--- src/rtl/l1_cache_pkg.sv ---
// l1_cache_pkg
// Shared definitions for the L1 cache controller slice.
//   cache_state_t : controller FSM states (IDLE, COMPARE, WRITEBACK, ALLOCATE)
//   HM_*          : encodings driven on the hit_miss status output
package l1_cache_pkg;

  typedef enum logic [1:0] {
    ST_IDLE      = 2'd0,
    ST_COMPARE   = 2'd1,
    ST_WRITEBACK = 2'd2,
    ST_ALLOCATE  = 2'd3
  } cache_state_t;

  localparam logic [1:0] HM_IDLE = 2'b00;
  localparam logic [1:0] HM_HIT  = 2'b01;
  localparam logic [1:0] HM_MISS = 2'b10;

endpackage

--- src/rtl/l1_cache_array.sv ---
// l1_cache_array
// Direct-mapped line storage: valid, dirty, tag and data per set.
// One combinational read port and one synchronous write port.
//   clk, reset           : clock; async active-high reset clears valid/dirty only
//   rd_idx               : set being examined
//   rd_valid/rd_dirty    : status bits of that set
//   rd_tag/rd_data       : stored tag and line data of that set
//   wr_en/wr_idx         : write strobe and target set (write also marks line valid)
//   wr_tag/wr_data       : new tag and line data
//   wr_dirty             : new dirty bit
module l1_cache_array
  import l1_cache_pkg::*;
#(
  parameter int TAG_W      = 26,
  parameter int DATA_WIDTH = 32,
  parameter int NUM_SETS   = 16,
  parameter int IDX_W      = $clog2(NUM_SETS)
) (
  input  logic                  clk,
  input  logic                  reset,
  input  logic [IDX_W-1:0]      rd_idx,
  output logic                  rd_valid,
  output logic                  rd_dirty,
  output logic [TAG_W-1:0]      rd_tag,
  output logic [DATA_WIDTH-1:0] rd_data,
  input  logic                  wr_en,
  input  logic [IDX_W-1:0]      wr_idx,
  input  logic [TAG_W-1:0]      wr_tag,
  input  logic [DATA_WIDTH-1:0] wr_data,
  input  logic                  wr_dirty
);

  logic [NUM_SETS-1:0]   valid_q;
  logic [NUM_SETS-1:0]   dirty_q;
  logic [TAG_W-1:0]      tag_mem  [NUM_SETS];
  logic [DATA_WIDTH-1:0] data_mem [NUM_SETS];

  // Status bits are the only state that reset has to clear; every write
  // installs a valid line.
  always_ff @(posedge clk or posedge reset) begin
    if (reset) begin
      valid_q <= '0;
      dirty_q <= '0;
    end else if (wr_en) begin
      valid_q[wr_idx] <= 1'b1;
      dirty_q[wr_idx] <= wr_dirty;
    end
  end

  // Tag and data payload are qualified by valid, so they are left unreset.
  always_ff @(posedge clk) begin
    if (wr_en) begin
      tag_mem[wr_idx]  <= wr_tag;
      data_mem[wr_idx] <= wr_data;
    end
  end

  assign rd_valid = valid_q[rd_idx];
  assign rd_dirty = dirty_q[rd_idx];
  assign rd_tag   = tag_mem[rd_idx];
  assign rd_data  = data_mem[rd_idx];

endmodule

--- src/rtl/l1_cache_ctrl.sv ---
// l1_cache_ctrl
// Direct-mapped, write-back, write-allocate L1 cache controller.
//   clk, reset                  : clock; async active-high reset
//   req_valid/req_we            : CPU request strobe and direction (1 = write)
//   req_addr/req_wdata          : byte address (offset ignored) and write data
//   rsp_valid/rsp_rdata         : one-cycle completion pulse and read data
//   hit_miss                    : 00 idle, 01 hit, 10 miss (COMPARE only)
//   stall                       : high whenever a new request cannot be taken
//   mem_req_valid/mem_req_we    : backing-memory request and direction
//   mem_addr/mem_wdata          : line address and write-back data
//   mem_ready/mem_rdata         : backing-memory completion and fill data
// Optional build macro L1_CACHE_STATS_EN adds saturating hit_count and
// miss_count outputs.
module l1_cache_ctrl
  import l1_cache_pkg::*;
#(
  parameter int ADDR_WIDTH = 32,
  parameter int DATA_WIDTH = 32,
  parameter int NUM_SETS   = 16
) (
  input  logic                  clk,
  input  logic                  reset,
  input  logic                  req_valid,
  input  logic                  req_we,
  input  logic [ADDR_WIDTH-1:0] req_addr,
  input  logic [DATA_WIDTH-1:0] req_wdata,
  output logic                  rsp_valid,
  output logic [DATA_WIDTH-1:0] rsp_rdata,
  output logic [1:0]            hit_miss,
  output logic                  stall,
  output logic                  mem_req_valid,
  output logic                  mem_req_we,
  output logic [ADDR_WIDTH-1:0] mem_addr,
  output logic [DATA_WIDTH-1:0] mem_wdata,
  input  logic                  mem_ready,
  input  logic [DATA_WIDTH-1:0] mem_rdata
`ifdef L1_CACHE_STATS_EN
  ,
  output logic [31:0]           hit_count,
  output logic [31:0]           miss_count
`endif
);

  localparam int OFF_W = $clog2(DATA_WIDTH / 8);
  localparam int IDX_W = $clog2(NUM_SETS);
  localparam int TAG_W = ADDR_WIDTH - OFF_W - IDX_W;

  cache_state_t state_q, state_d;

  logic [ADDR_WIDTH-1:0] addr_q;
  logic                  we_q;
  logic [DATA_WIDTH-1:0] wdata_q;

  logic [IDX_W-1:0]      req_idx;
  logic [TAG_W-1:0]      req_tag;
  logic [ADDR_WIDTH-1:0] req_line_addr;
  logic [ADDR_WIDTH-1:0] victim_addr;

  logic                  rd_valid, rd_dirty;
  logic [TAG_W-1:0]      rd_tag;
  logic [DATA_WIDTH-1:0] rd_data;
  logic                  wr_en, wr_dirty;
  logic [DATA_WIDTH-1:0] wr_data;
  logic                  line_hit;
  logic                  accept;

  // Offset bits never select anything in a one-word line; folding the whole
  // register here keeps every bit referenced for any DATA_WIDTH.
  logic unused_offset;
  assign unused_offset = ^addr_q;

  assign req_idx  = addr_q[OFF_W +: IDX_W];
  assign req_tag  = addr_q[ADDR_WIDTH-1 -: TAG_W];
  assign line_hit = rd_valid && (rd_tag == req_tag);

  // Line addresses carry zero offset bits; built by shift so OFF_W may be 0.
  assign req_line_addr = ADDR_WIDTH'({req_tag, req_idx}) << OFF_W;
  assign victim_addr   = ADDR_WIDTH'({rd_tag, req_idx}) << OFF_W;

  l1_cache_array #(
    .TAG_W     (TAG_W),
    .DATA_WIDTH(DATA_WIDTH),
    .NUM_SETS  (NUM_SETS),
    .IDX_W     (IDX_W)
  ) u_array (
    .clk     (clk),
    .reset   (reset),
    .rd_idx  (req_idx),
    .rd_valid(rd_valid),
    .rd_dirty(rd_dirty),
    .rd_tag  (rd_tag),
    .rd_data (rd_data),
    .wr_en   (wr_en),
    .wr_idx  (req_idx),
    .wr_tag  (req_tag),
    .wr_data (wr_data),
    .wr_dirty(wr_dirty)
  );

  // FSM state register.
  always_ff @(posedge clk or posedge reset) begin
    if (reset) begin
      state_q <= ST_IDLE;
    end else begin
      state_q <= state_d;
    end
  end

  // Request capture; the registered copy drives the array lookup so later
  // changes on req_* while stalled have no effect.
  always_ff @(posedge clk or posedge reset) begin
    if (reset) begin
      addr_q  <= '0;
      we_q    <= 1'b0;
      wdata_q <= '0;
    end else if (accept) begin
      addr_q  <= req_addr;
      we_q    <= req_we;
      wdata_q <= req_wdata;
    end
  end

  // Next-state and outputs. All outputs are decoded from the state, so an
  // asynchronous reset (state forced to IDLE) zeroes them immediately and
  // abandons any memory transaction without touching the array.
  always_comb begin
    state_d       = state_q;
    accept        = 1'b0;
    stall         = 1'b1;
    rsp_valid     = 1'b0;
    rsp_rdata     = '0;
    hit_miss      = HM_IDLE;
    mem_req_valid = 1'b0;
    mem_req_we    = 1'b0;
    mem_addr      = '0;
    mem_wdata     = '0;
    wr_en         = 1'b0;
    wr_data       = wdata_q;
    wr_dirty      = 1'b0;
    case (state_q)
      ST_IDLE: begin
        stall = 1'b0;
        if (req_valid) begin
          accept  = 1'b1;
          state_d = ST_COMPARE;
        end
      end
      ST_COMPARE: begin
        if (line_hit) begin
          hit_miss  = HM_HIT;
          rsp_valid = 1'b1;
          state_d   = ST_IDLE;
          if (we_q) begin
            wr_en    = 1'b1;
            wr_dirty = 1'b1;
          end else begin
            rsp_rdata = rd_data;
          end
        end else begin
          hit_miss = HM_MISS;
          state_d  = (rd_valid && rd_dirty) ? ST_WRITEBACK : ST_ALLOCATE;
        end
      end
      ST_WRITEBACK: begin
        mem_req_valid = 1'b1;
        mem_req_we    = 1'b1;
        mem_addr      = victim_addr;
        mem_wdata     = rd_data;
        if (mem_ready) begin
          state_d = ST_ALLOCATE;
        end
      end
      ST_ALLOCATE: begin
        mem_req_valid = 1'b1;
        mem_addr      = req_line_addr;
        if (mem_ready) begin
          wr_en   = 1'b1;
          wr_data = mem_rdata;
          state_d = ST_COMPARE;
        end
      end
      default: state_d = ST_IDLE;
    endcase
  end

`ifdef L1_CACHE_STATS_EN
  // Marks the COMPARE that follows a fill so its guaranteed hit is not
  // counted as a second event for the same request.
  logic fill_q;

  always_ff @(posedge clk or posedge reset) begin
    if (reset) begin
      fill_q <= 1'b0;
    end else if (accept) begin
      fill_q <= 1'b0;
    end else if (state_q == ST_ALLOCATE && mem_ready) begin
      fill_q <= 1'b1;
    end
  end

  // Saturating event counters; a miss is only ever seen on the first
  // COMPARE of a request.
  always_ff @(posedge clk or posedge reset) begin
    if (reset) begin
      hit_count  <= '0;
      miss_count <= '0;
    end else if (state_q == ST_COMPARE) begin
      if (line_hit && !fill_q && hit_count != '1) begin
        hit_count <= hit_count + 32'd1;
      end
      if (!line_hit && miss_count != '1) begin
        miss_count <= miss_count + 32'd1;
      end
    end
  end
`endif

endmodule

--- config.mk ---
export PLATFORM = sky130hd
export DESIGN_NAME = l1_cache_ctrl
export DESIGN_NICKNAME = d
export VERILOG_FILES = /design/src/rtl/l1_cache_pkg.sv /design/src/rtl/l1_cache_array.sv /design/src/rtl/l1_cache_ctrl.sv
export SDC_FILE = /design/constraint.sdc
export NUM_CORES = 1
export LEC_CHECK = 0
export CORE_MARGIN = 4
export CORE_UTILIZATION = 65
export CTS_CLUSTER_DIAMETER = 60
export DETAILED_ROUTE_END_ITERATION = 12
export PLACE_DENSITY_LB_ADDON = 0.05
export SETUP_SLACK_MARGIN = 0.1
export SKIP_CTS_REPAIR_TIMING = 1
export SLEW_MARGIN = 20
export SYNTH_ARGS = -nofsm -noshare
export SYNTH_HDL_FRONTEND = slang
export SYNTH_SLANG_ARGS = --single-unit
--- constraint.sdc ---
create_clock -name clk -period 17.6 [get_ports clk]
set_clock_uncertainty 0.1 [all_clocks]
set_input_delay 5.28 -clock clk [delete_from_list [all_inputs] [get_ports clk]]
set_output_delay 5.28 -clock clk [all_outputs]
set_load 0.005 [all_outputs]
layer_met4.png
Bar = 100 µm.
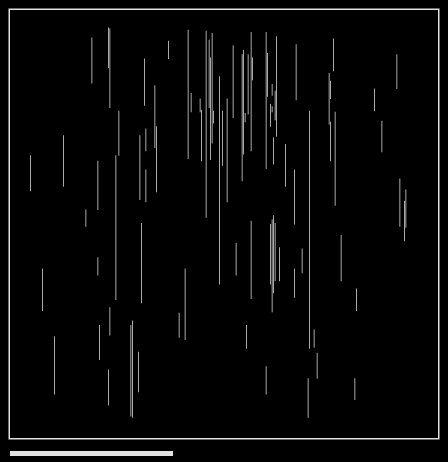
The wires run mostly vertical. The longest straight run is 146 µm. 57 nets have wire on it. The layer carries 3010 µm of wire. The layer holds 3.0% of the routed length.

congestion.png
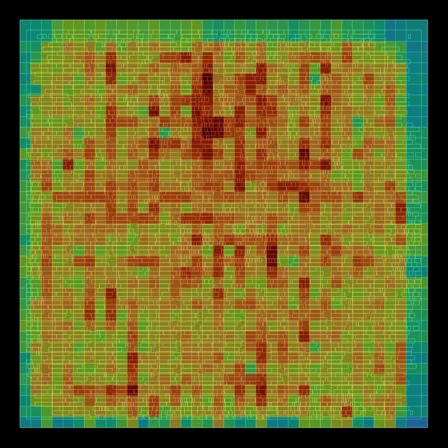
met1 usage: 0.431
Routed WL per cell: 30.5 µm
grt peak-use layer: met2
total global-route track usage: 0.298
fin util: 0.759

==> results.ini <==
[critical_path]
worstSetupEndpointType=output pin
cp_num_buf_inv=3
slowest_stage=dfrtp_4
reg2reg_slack_ns=10.10
crit_family=buffers and inverters
cp-startpoint=addr_q[3]
rr_worst_depth=12
max_stage_delay_ns=1.00
crit_path_start_kind=flop
crit_top_cell=buf_4

[cells_and_area]
inverters=20
comb_area_frac=0.231
n_clock_buffer=139
layout_top_cell=edfxtp_1
stdcell_area_mm2=0.0482
nFillCells=3561
nNonClkBuffers=251
finalNonFillerCells=3307
sh_seq_area=0.628
logic_area_mm2=0.0112
final-nonclk-buf-share=0.0498

[pwr]
p_leak_nw=15.8
switching_share=0.319

[yosys]
synth_top_flop_cell=edfxtp_1
common_cells=edfxtp_1 (928), mux4_2 (258), nand2_1 (160), dfrtp_1 (97), mux2i_1 (91)
area_leaders=edfxtp_1 (66%), mux4_2 (14%), dfrtp_1 (5.8%)
synth-edff-count=928
ys_chip_area_mm2=0.0420
top_area_cell=edfxtp_1
synth_async_sr_flop_share=0.0946
synth_flops=1025
adder_share=0.00119
synth.avg_cell_area_um2=19.5
synthXorXnorAreaFrac=0.00396
ys_warn_count=0
ys_cells=2156

[floorplan]
core-area_mm2=0.0635
fp.dieW_um=262
ios=203
initCoreUtil=0.661
dieArea_mm2=0.0687
std_cell_rows=92

[final_timing]
setup-tns-final_ns=0
setup_viol=0
drv_slew=0
max_freq_mhz=80.2
hold_slack_ns=0.403
period_needed_ns=12.47
min_period_over_period=0.708

[place]
numPortBuffers=198
gp_congestion=0.853
dp.cells=3119

[detailed_routing]
dr_wl_met2_um=49100
ant_nets=0
via_count=22400

[clock_network]
cts-htree-levels=3
clkLatencyLatePin_ns=0.66
numCtsBuffers=99
cts_tree=done

[global_route]
grt_pass1_vias=23100
grt_pass1_wl_um=148000

[run]
max-cap-violations=0

[hold_path]
hold_path_class=flop to flop

[run_status]
outcome=completed

per-stage QoR:
| step | setup slack, ns | total power [mW] |
|---|---|---|
| after floorplan | 8.56 | 5.16 |
| after global placement | 5.95 | 5.92 |
| after detailed placement | 5.80 | 6.00 |
| after CTS | 5.08 | 8.08 |
| after global routing | 4.68 | 8.40 |
| final | 5.13 | 8.06 |
power groups by stage:
stage / clock, mW / sequential (mW) / combinational, mW
3_5_place_dp: 0 / 3.54 / 2.46
4_1_cts: 2.11 / 3.49 / 2.48
3_3_place_gp: 0 / 3.52 / 2.41
6_report: 2.09 / 3.49 / 2.49
5_1_grt: 2.22 / 3.53 / 2.65
2_1_floorplan: 0 / 3.35 / 1.81
Power figures rest on the tool's default switching activity, not on a simulated workload.
